### src/rtl/vector_pkg.sv
// Shared types and sizing for the vector load/store stage.
// Lane vectors are packed so they can be passed whole between the ALU, this unit and write-back.
package vector_pkg;

    localparam int WIDTH        = 24;
    localparam int VECTOR_WIDTH = 8;
    localparam int ADDR_WIDTH   = 16;
    localparam int IDX_WIDTH    = $clog2(VECTOR_WIDTH);

    typedef enum logic [2:0] {
        IDLE      = 3'd0,
        STORE     = 3'd1,
        LOAD      = 3'd2,
        LOAD_LAST = 3'd3,
        DONE      = 3'd4
    } vmem_state_t;

    localparam logic VMEM_LOAD  = 1'b0;
    localparam logic VMEM_STORE = 1'b1;

    typedef logic [VECTOR_WIDTH-1:0][WIDTH-1:0] vector_t;

endpackage

### src/rtl/vmem_addr_gen.sv
// Strided address accumulator: loads base/stride on accept, then steps one lane per advance.
// Address arithmetic wraps silently at 2^ADDR_WIDTH.
module vmem_addr_gen
    import vector_pkg::*;
(
    input  logic                  clk,
    input  logic                  rst,
    input  logic                  load,
    input  logic                  advance,
    input  logic [ADDR_WIDTH-1:0] baseAddr,
    input  logic [ADDR_WIDTH-1:0] stride,
    output logic [ADDR_WIDTH-1:0] addr,
    output logic [IDX_WIDTH-1:0]  idx,
    output logic                  lastLane
);

    logic [ADDR_WIDTH-1:0] strideReg;

    always_ff @(posedge clk or posedge rst) begin
        if (rst) begin
            addr      <= '0;
            strideReg <= '0;
            idx       <= '0;
        end else if (load) begin
            addr      <= baseAddr;
            strideReg <= stride;
            idx       <= '0;
        end else if (advance) begin
            addr <= addr + strideReg;
            idx  <= idx + 1'b1;
        end
    end

    assign lastLane = (idx == IDX_WIDTH'(VECTOR_WIDTH - 1));

endmodule

### src/rtl/vector_mem_unit.sv
// Vector load/store stage: serializes ALU vectors into scalar memory and gathers
// strided scalar words back into a vector that is published only when complete.
module vector_mem_unit
    import vector_pkg::*;
(
    input  logic                  clk,
    input  logic                  rst,
    input  logic                  start,
    input  logic                  op,
    input  logic [ADDR_WIDTH-1:0] base_addr,
    input  logic [ADDR_WIDTH-1:0] stride,
    input  vector_t               store_data,
    output logic                  busy,
    output logic                  done,
    output vector_t               load_data,
    output logic [ADDR_WIDTH-1:0] mem_addr,
    output logic                  mem_we,
    output logic                  mem_re,
    output logic [WIDTH-1:0]      mem_wdata,
    input  logic [WIDTH-1:0]      mem_rdata
);

    vmem_state_t           state;
    vmem_state_t           nextState;
    vector_t               storeLanes;
    vector_t               staging;
    vector_t               mergedStaging;
    logic                  capValid;
    logic [IDX_WIDTH-1:0]  capIdx;
    logic [ADDR_WIDTH-1:0] curAddr;
    logic [IDX_WIDTH-1:0]  curIdx;
    logic                  lastLane;
    logic                  accept;
    logic                  advance;

    assign accept  = (state == IDLE) && start;
    assign advance = (state == STORE) || (state == LOAD);

    vmem_addr_gen u_addrGen (
        .clk      (clk),
        .rst      (rst),
        .load     (accept),
        .advance  (advance),
        .baseAddr (base_addr),
        .stride   (stride),
        .addr     (curAddr),
        .idx      (curIdx),
        .lastLane (lastLane)
    );

    always_comb begin
        nextState = state;
        case (state)
            IDLE:      if (start) nextState = (op == VMEM_STORE) ? STORE : LOAD;
            STORE:     if (lastLane) nextState = DONE;
            LOAD:      if (lastLane) nextState = LOAD_LAST;
            LOAD_LAST: nextState = DONE;
            DONE:      nextState = IDLE;
            default:   nextState = IDLE;
        endcase
    end

    // Read data returns one cycle after its strobe, so each capture is tagged with
    // the lane that was addressed on the previous cycle.
    always_comb begin
        mergedStaging = staging;
        if (capValid) mergedStaging[capIdx] = mem_rdata;
    end

    always_ff @(posedge clk or posedge rst) begin
        if (rst) begin
            state      <= IDLE;
            storeLanes <= '0;
            staging    <= '0;
            capValid   <= 1'b0;
            capIdx     <= '0;
            load_data  <= '0;
        end else begin
            state    <= nextState;
            capValid <= (state == LOAD);
            capIdx   <= curIdx;
            staging  <= mergedStaging;
            if (accept) storeLanes <= store_data;
            // Publish including the final lane arriving this cycle, so no partial vector is ever visible.
            if (state == LOAD_LAST) load_data <= mergedStaging;
        end
    end

    always_comb begin
        busy      = (state != IDLE);
        done      = (state == DONE);
        mem_we    = (state == STORE);
        mem_re    = (state == LOAD);
        mem_addr  = advance ? curAddr : '0;
        mem_wdata = (state == STORE) ? storeLanes[curIdx] : '0;
    end

endmodule
### config.mk
export PLATFORM = sky130hd
export DESIGN_NAME = vector_mem_unit
export DESIGN_NICKNAME = d
export VERILOG_FILES = /design/src/rtl/vector_pkg.sv /design/src/rtl/vmem_addr_gen.sv /design/src/rtl/vector_mem_unit.sv
export SDC_FILE = /design/constraint.sdc
export NUM_CORES = 1
export LEC_CHECK = 0
export CAP_MARGIN = 10
export CORE_ASPECT_RATIO = 1.75
export CORE_UTILIZATION = 35
export DETAILED_ROUTE_END_ITERATION = 16
export PLACE_DENSITY = 0.61
export SLEW_MARGIN = 20
export SYNTH_ARGS = -nofsm -noshare
export SYNTH_HDL_FRONTEND = slang
export SYNTH_SLANG_ARGS = --single-unit
### constraint.sdc
create_clock -name clk -period 26.2 [get_ports clk]
set_input_delay 5.24 -clock clk [delete_from_list [all_inputs] [get_ports clk]]
set_output_delay 5.24 -clock clk [all_outputs]
set_load 0.01 [all_outputs]
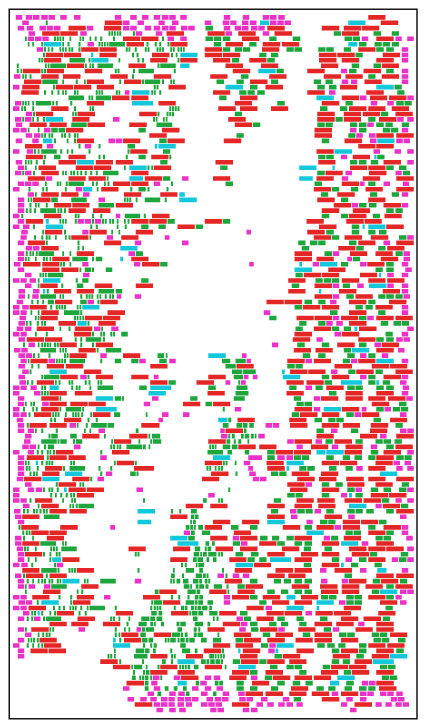
run_1/placement_by_type.png
- green: combinational and other logic (cells 1299; share of their area 30%)
- cyan: clock drivers and dummy loads (cells 106; share of their area 6.3%)
- magenta: remaining buffers and delay cells (cells 511; share of their area 16%)
- red: sequential cells (cells 618; share of their area 48%)
post-layout util: 46.1%
Rows: 130
cell area after layout: 33200 µm²
Core ar.: 71900 µm²

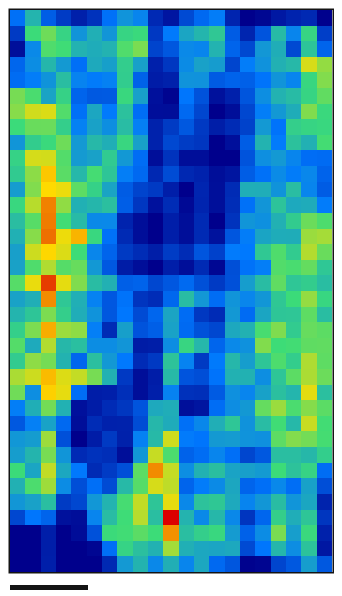
run_1/metal_density.png
Bar = 50 µm. The die is cut into 21 by 36 equal tiles; dark blue is low, red is high, scaled to the fullest tile. Values are wire area over tile area, all layers added.
- densest ninth of the die: left middle
- fullest tile: 0.49
- mean over tiles: 0.16
- emptiest ninth of the die: middle
- nearly empty tiles: 4.1%
via count: 16900
mean routed wirelength per cell: 20.7 µm
Total GRT Usage: 19.5%

==> impl_metrics.toml, run 1 <==
# flow metrics
[run_status]
status = "finished, final reports clean"

[grt]
antenna_found_initial = 5
grt_overflow = 0

[power]
seqPwrFrac_pct = 38.2

[finish]
final_cells = 3462

[setup_path]
worstSetupStartpoint = "u_addrGen.idx[0]"
crit_fanout = 32
worstPathArrival_ns = 3.64
critPathLaunchType = "register"
critPathKind = "reg -> out"

[clocking]
root_buffer = "clkbuf_16"
clk_latency_ns = 0.64

[synth]
area_leaders = "dfrtp_1, mux2_2, nand2_1, mux4_2, buf_2"
synth_flops = 618
ys_async_sr_fraction_pct = 100
synth-edff-count = 0

[detailed_routing]
drc_errors = 0

[place]
dp_slack_ns = 16.87
io_buffers = 487

[sta]
timing.final.ws_setup_ns = 17.32
slew_headroom_pct = 29.6
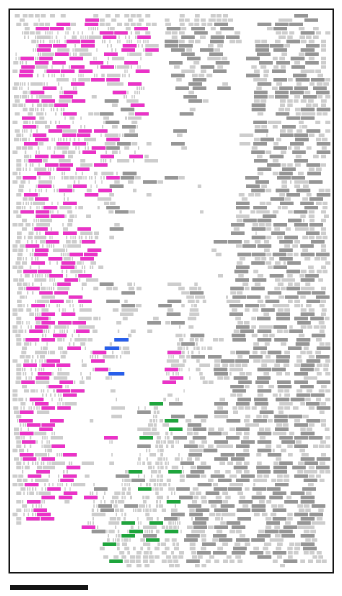
run_1/flops_by_reg.png
Bar = 50 µm. Other sequential cells in the stronger grey, the rest of the logic in the fainter grey.
- green: `u_addrGen.addr` (placed flops 16; where bottom middle)
- blue: `u_addrGen.idx` (placed flops 3)
- magenta: `storeLanes` (placed flops 192)
- not coloured: 407
Sequential Area: 15500 µm²
Seq/total area: 46.6%
Seq group: 1.63 mW

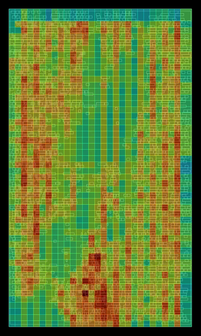
run_1/congestion.png
grt met3 use: 4.89%
GR peak layer: met2
M1 GR Usage: 22.9%
grt met2 use: 34.3%

## run 1: per-layer routing
metal  share of wire, %  up-vias  wire length (µm)  GRT usage [%]
li1                   -     7736                 -              -
met1                 39     8552             28200           22.9
met2                 51      525             36500           34.3
met3                7.0      100              5010           4.89
met4                3.0        4              2130           7.01
met5              0.042        -                30              0
## run 1: cell usage in the layout (no fill, tap or decap), drive strengths merged, types with 2 or more instances in the layout
master,Yosys,final
mux2i,25,25
a21o,5,5
mux4,48,48
clkdlybuf4s50,0,487
dfrtp,618,618
nand4b,3,3
and2,17,17
nor3b,4,4
o22ai,2,2
buf,75,24
mux2,384,384
and3,2,2
o21ai,13,13
nand2,650,650
inv,8,11
a21oi,17,17
nand4,5,5
a22oi,5,5
xor2,7,7
clkbuf,41,81
bufinv,0,7
nand2b,3,3
diode,0,4
nand3,3,3
a31oi,8,8
clkinv,0,15
xnor2,8,8
nor2,38,38
o211ai,2,2
a211oi,2,2
nor3,8,8
ha,17,17
## run 1: critical path, cell delays in order (launching register included)
cell and delay (ns):
dfrtp_4 0.71, buf_4 0.63, mux4_2 0.66, mux2i_1 0.33, nor2_1 0.07, clkdlybuf4s50_1 0.54
## run 1: logic make-up after synthesis
group / after synthesis / synth area share, %
fa+ha+maj: 18 / 0.915
simple gates: 738 / 11.6
mux: 457 / 22.2
flops: 618 / 60.8
xor+xnor: 15 / 0.516
compound gates: 63 / 1.60
buf+inv: 124 / 2.33
## run 1: cells in the mapped netlist, types with 3 or more instances
master	n
buf_1	7
a21o_1	5
mux2i_1	25
nand4b_2	3
clkbuf_1	41
mux4_2	48
xor2_1	7
nor3_1	6
ha_1	17
nand3_1	3
nor2_1	38
mux2_2	382
nand2_1	650
and2_1	17
dfrtp_1	618
inv_1	8
a22oi_1	5
buf_6	3
o21ai_0	12
a31oi_1	8
xnor2_1	8
buf_2	56
nand4_1	3
a21oi_1	15
buf_4	9
## run 1: final cells by class
type	instances	area (µm²)
Fill cell	6608	38700
Sequential cell	618	15500
Multi-Input combinational cell	1291	9420
Timing Repair Buffer	511	5070
Clock buffer	81	1660
Tap cell	924	1160
Clock inverter	25	349
Inverter	8	37.5
Antenna cell	4	10.0
## run 1: power by group through the flow
stage               Clock (mW)  Sequential (mW)  Combinational (mW)
floorplan                    0             1.64                1.00
global placement             0             1.63                1.74
detailed placement           0             1.65                1.78
CTS                      0.916             1.64                1.79
global route             0.949             1.69                1.92
finish                   0.886             1.63                1.75
## run 1: how the worst min path moves through the flow
stage / from / end / slack, ns / cells after the start
5_1_grt: u_addrGen.idx[1] / capIdx[1] / 0.46 / 0
6_report: u_addrGen.idx[1] / capIdx[1] / 0.43 / 0
4_1_cts: u_addrGen.idx[1] / capIdx[1] / 0.44 / 0
3_5_place_dp: u_addrGen.idx[1] / capIdx[1] / 0.43 / 0
2_1_floorplan: u_addrGen.idx[0] / capIdx[0] / 0.38 / 0
3_3_place_gp: u_addrGen.idx[1] / capIdx[1] / 0.44 / 0
run_1/wires.png
Bar = 50 µm.
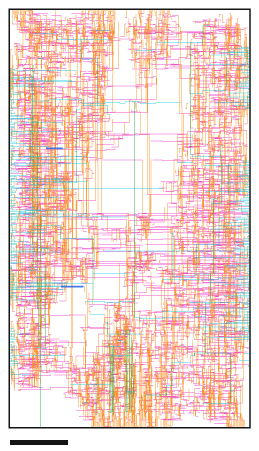

==> run 2: changes to the inputs <==
clock period = 8.4 ns   (was 26.2 ns; I/O delays follow)
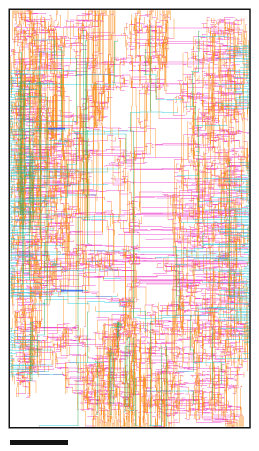
run_2/wires.png
Bar = 50 µm.
- magenta: metal 1 (wire length 27.7 mm)
- green: metal 4 (wire length 4070 µm)
- cyan: metal 3 (wire length 6130 µm)
- blue: metal 5 (wire length 30.4 µm)
- orange: metal 2 (wire length 38.4 mm)
mean routed wirelength per cell: 22.1 µm
via count: 17000
Total GRT Usage: 20.8%

==> run 2 against run 1 <==
Against the previous run: critical path type unchanged; clock skew grew 0.0037 ns; utilization rose by 0.18 points; critical endpoint is now mem_wdata[9]; synthesized area stayed put; largest cell class unchanged.
==> impl_metrics.toml, run 2 <==
# flow metrics
[setup_path]
critPathLaunchType = "register"
r2r-start = "state[2]"
critPathKind = "reg -> out"
crit_fanout = 28
worstPathArrival_ns = 3.43
worstSetupStartpoint = "u_addrGen.idx[0]"

[synth]
synthTopCellsByCount = "nand2_1, dfrtp_1, mux2_2"
synth-edff-count = 0
synth_flops = 618
largest_area_cell = "dfrtp_1"
area_leaders = "dfrtp_1, mux2_2, nand2_1, mux4_2, buf_2"
ys_async_sr_fraction_pct = 100
top_cell = "nand2_1"

[sta]
finalSetupViolCount = 0
slew_headroom_pct = 31.7
rsz0062_at_grt = "false"

[run_status]
status = "finished, final reports clean"

[clocking]
root_buffer = "clkbuf_16"
cts.clk_slew.worst_paths_ns = 0.06
cts_tree = "built"
clk_latency_ns = 0.64

[min_path]
hold_depth = 0
worstHoldStart = "u_addrGen.idx[1]"
hold_path_end = "capIdx[1]"
hp-class = "reg -> reg"

[power]
vdd_drop_max_mv = 0.206

[finish]
mostFrequentLayoutCell = "nand2_1"
fillers = 6583
reg.largest.list = "load_data (192), staging (192), storeLanes (192)"
final_cells = 3461
drive_gt1_share_pct = 22.6
final_cell_mix = "nand2_1, dfrtp_1, clkdlybuf4s50_1"

[place]
place_hpwl_mm = 54.3
io_buffers = 487
place_congestion = 0.924

[floorplan]
die_w_um = 206
fp_util_pct = 35.4
core_area_um2 = 71900
rows = 130
die_y_um = 359
chip_area_um2 = 73800

[grt]
grt_overflow = 0
antenna_found_initial = 4

[run]
cap_violations = 0

[detailed_routing]
drc_errors = 0
viasPerCell = 4.91
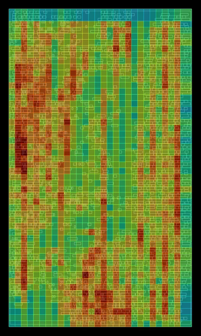
run_2/congestion.png
grt met2 use: 36.1%
post-layout util: 46.3%
grt met3 use: 6.21%
M1 GR Usage: 22.7%

==> run 2: cell count changes in the layout (fill, tap and decap cells not counted), sizes merged <==
cell      previous run  this run
clkinvlp             0         9
clkbuf              81        77
diode                4         1
clkinv              15        13
inv                 11         9
bufinv               7         8
==> run 2: logic make-up (layout without fill, tap and decap cells) <==
group           count (synthesis)  count (layout)  synth area share (%)
buf+inv                       124             627                  2.33
simple gates                  738             738                  11.6
fa+ha+maj                      18              18                 0.915
compound gates                 63              63                  1.60
other cells                     0               1                     0
xor+xnor                       15              15                 0.516
flops                         618             618                  60.8
mux                           457             457                  22.2
==> run 2: power breakdown <==
group          switching, mW  internal (mW)  total [mW]
Sequential             0.888           4.37        5.25
Clock                   1.20           1.64        2.84
Combinational           2.55           2.83        5.38
Total                   4.64           8.83        13.5
==> run 2: cell type report <==
type                    instances  area (µm²)  share of cell area, %
diodes                          1        2.50                0.00751
clock buffers                  77        1640                   4.94
clock inverters                31         437                   1.31
inverters                       8        33.8                  0.101
multi-input cells            1291        9420                   28.3
flip-flops and latches        618       15500                   46.5
well taps                     924        1160                   3.47
repair buffers                511        5140                   15.4
==> run 2: layer usage <==
| layer | up-vias | GRT usage (%) | routed length (µm) |
|---|---|---|---|
| li1 | 7732 | - | - |
| met1 | 8541 | 22.7 | 27700 |
| met2 | 573 | 36.1 | 38400 |
| met3 | 153 | 6.21 | 6130 |
| met4 | 4 | 10.8 | 4070 |
| met5 | - | 0 | 30 |
==> run 2: worst max-delay path: stages, from the launching register on <==
cell and delay, ns:
dfrtp_4 0.77, buf_4 0.58, mux4_2 0.66, mux2i_1 0.15
nor2_1 0.07, clkdlybuf4s50_1 0.52
==> run 2: worst max-delay path by stage <==
stage                    end  slack, ns
2_1_floorplan      capIdx[0]      -1.72
3_3_place_gp    mem_wdata[9]       3.87
3_5_place_dp   mem_wdata[21]       3.86
4_1_cts         mem_wdata[9]       3.14
5_1_grt        mem_wdata[21]       3.04
6_report        mem_wdata[9]       3.29
==> run 2: per-stage QoR <==
step,area [µm²],TNS [ns],worst slack [ns],utilization [%]
2_1_floorplan,25400,-1059.87,-1.72,-
3_3_place_gp,31200,0,3.87,43.4
3_5_place_dp,31200,0,3.86,43.4
4_1_cts,33300,0,3.14,46.3
5_1_grt,33300,0,3.04,46.3
6_report,33300,0,3.29,46.3
run_2/flops_by_reg.png
Bar = 50 µm. Other sequential cells in the stronger grey, the rest of the logic in the fainter grey.
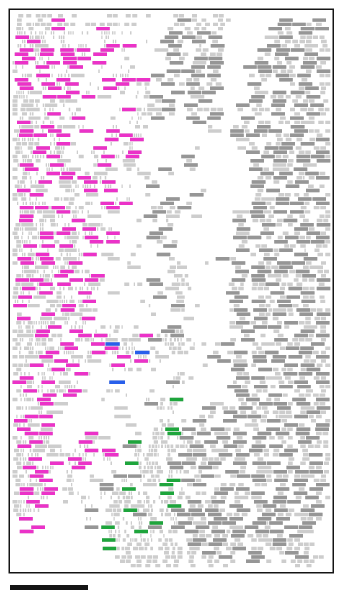

==> run 3: changes to the inputs <==
clock period = 4.9 ns   (was 8.4 ns; I/O delays follow)
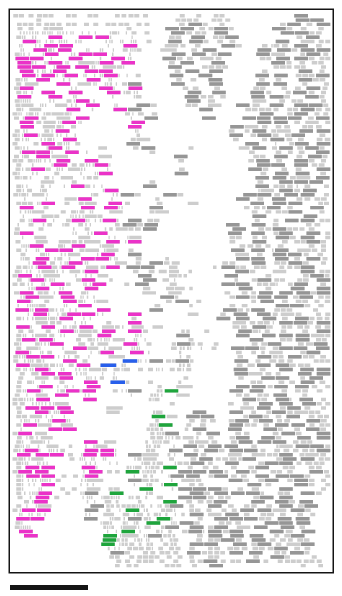
run_3/flops_by_reg.png
Bar = 50 µm. Other sequential cells in the stronger grey, the rest of the logic in the fainter grey.
- green: `u_addrGen.addr` (placed flops 16; where bottom middle)
- magenta: `storeLanes` (placed flops 192)
- blue: `u_addrGen.idx` (placed flops 3)
- not coloured: 407
Seq/total area: 46.3%
post-layout util: 46.5%
Seq group: 9.04 mW

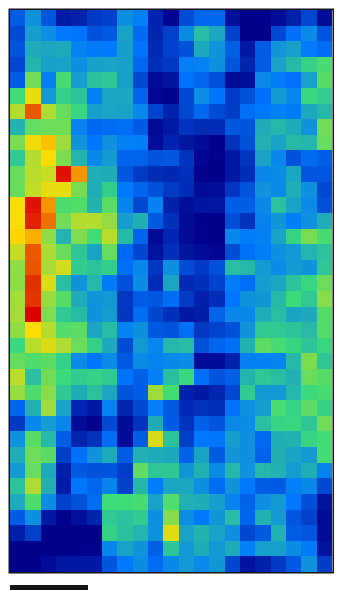
run_3/metal_density.png
Bar = 50 µm. The die is cut into 21 by 36 equal tiles; dark blue is low, red is high, scaled to the fullest tile. Values are wire area over tile area, all layers added.
- tiles over half the peak: 16%
- fullest tile: 0.58
- densest ninth of the die: left middle
- mean over tiles: 0.18
- nearly empty tiles: 4.1%
drt total wl: 79.2 mm
via count: 17000
mean routed wirelength per cell: 22.9 µm
Total GRT Usage: 21.6%

==> run 3 against run 2 <==
Against the previous run: synthesized cell count did not move; first-iteration DRC count fell by 5.4%; setup slack got worse by 2.5 ns; register-to-register slack got worse by 3.4 ns; clock-buffer cell count rose by 3; sequential share of layout area fell by 0.15 points; non-clock buffer count rose by 9; critical endpoint is now mem_wdata[1]; utilization rose by 0.15 points; critical path depth did not move.
==> impl_metrics.toml, run 3 <==
# flow metrics
[setup_path]
slowest_stage = "dfrtp_2"
path_cells = "buf_4 > mux4_2 > mux2i_1 > nor2_1 > clkdlybuf4s50_1"
path_delay_family = "buffers and inverters"
worstPathArrival_ns = 3.16

[grt]
grt_overflow = 0

[power]
netSwitchingFraction_pct = 34.3
clkPwrFrac_pct = 21.3

[sta]
slew_headroom_pct = 32.1

[detailed_routing]
drc_errors = 0
viasPerCell = 4.91

[synth]
largest_area_cell = "dfrtp_1"
ys_async_sr_fraction_pct = 100
area_leaders = "dfrtp_1, mux2_2, nand2_1, mux4_2, buf_2"
synth_flops = 618

[run_status]
status = "finished, final reports clean"

[finish]
reg.largest.list = "load_data (192), staging (192), storeLanes (192)"
fillers = 6569
final_cells = 3464

[place]
place_area_um2 = 31300
place_hpwl_mm = 58.3

[clocking]
cts.clk_slew.worst_paths_ns = 0.07
[run 3: through the flow]
step | hold slack (ns) | setup TNS, ns | setup WS, ns
2_1_floorplan | 0.378 | -2790.27 | -4.52
3_3_place_gp | 0.454 | 0 | 1.43
3_5_place_dp | 0.459 | 0 | 1.39
4_1_cts | 0.476 | 0 | 0.685
5_1_grt | 0.487 | 0 | 0.568
6_report | 0.474 | 0 | 0.756
[run 3: path summary, 6_finish.rpt]
path | startpoint | endpoint | slack, ns | cells after the start
min reg2reg | storeLanes[73] | storeLanes[73] | 0.47 | 2
min | storeLanes[73] | storeLanes[73] | 0.47 | 2
min in group asynchronous | rst | u_addrGen.strideReg[8] | 0.87 | 2
max reg2reg | state[2] | storeLanes[130] | 2.36 | 5
max in group asynchronous | rst | staging[101] | 2.73 | 4
max | u_addrGen.idx[1] | mem_wdata[1] | 0.76 | 5
[run 3: area by class of cell]
| type | count | area (µm²) | area share [%] |
|---|---|---|---|
| diodes | 1 | 2.50 | 0.00749 |
| clock buffers | 80 | 1660 | 4.98 |
| clock inverters | 22 | 430 | 1.29 |
| inverters | 8 | 33.8 | 0.101 |
| multi-input cells | 1291 | 9420 | 28.2 |
| flip-flops and latches | 618 | 15500 | 46.3 |
| well taps | 924 | 1160 | 3.46 |
| repair buffers | 520 | 5240 | 15.7 |
[run 3: tightest hold or removal path: stages, from the launching register on]
cell     delay [ns]
dfrtp_1        0.34
nand2_1        0.05
nand2_1        0.05
[run 3: power by group through the flow]
stage	clock, mW	combinational (mW)	sequential [mW]
detailed placement	0	9.35	9.17
floorplan	0	5.35	8.75
global route	5.28	10.1	9.29
CTS	5.10	9.39	9.08
global placement	0	9.17	9.05
finish	4.94	9.25	9.04
[run 3: cells by family after synthesis]
kind of cell / after synthesis / synth area share [%]
and+or+nand+nor: 738 / 11.6
DFF: 618 / 60.8
muxes: 457 / 22.2
buffers and inverters: 124 / 2.33
AOI/OAI and AO/OA: 63 / 1.60
adders and majority gates: 18 / 0.915
xor gates and xnor gates: 15 / 0.516
[run 3: metal layers]
layer | track usage [%] | vias to the layer above | wire [µm] | share of wire [%]
met5 | 0 | - | 93 | 0.12
met4 | 10.0 | 16 | 3690 | 4.7
met3 | 6.64 | 127 | 6190 | 7.8
met2 | 38.9 | 579 | 41100 | 52
met1 | 22.7 | 8551 | 28100 | 35
li1 | - | 7740 | - | -
Power figures rest on the tool's default switching activity, not on a simulated workload.
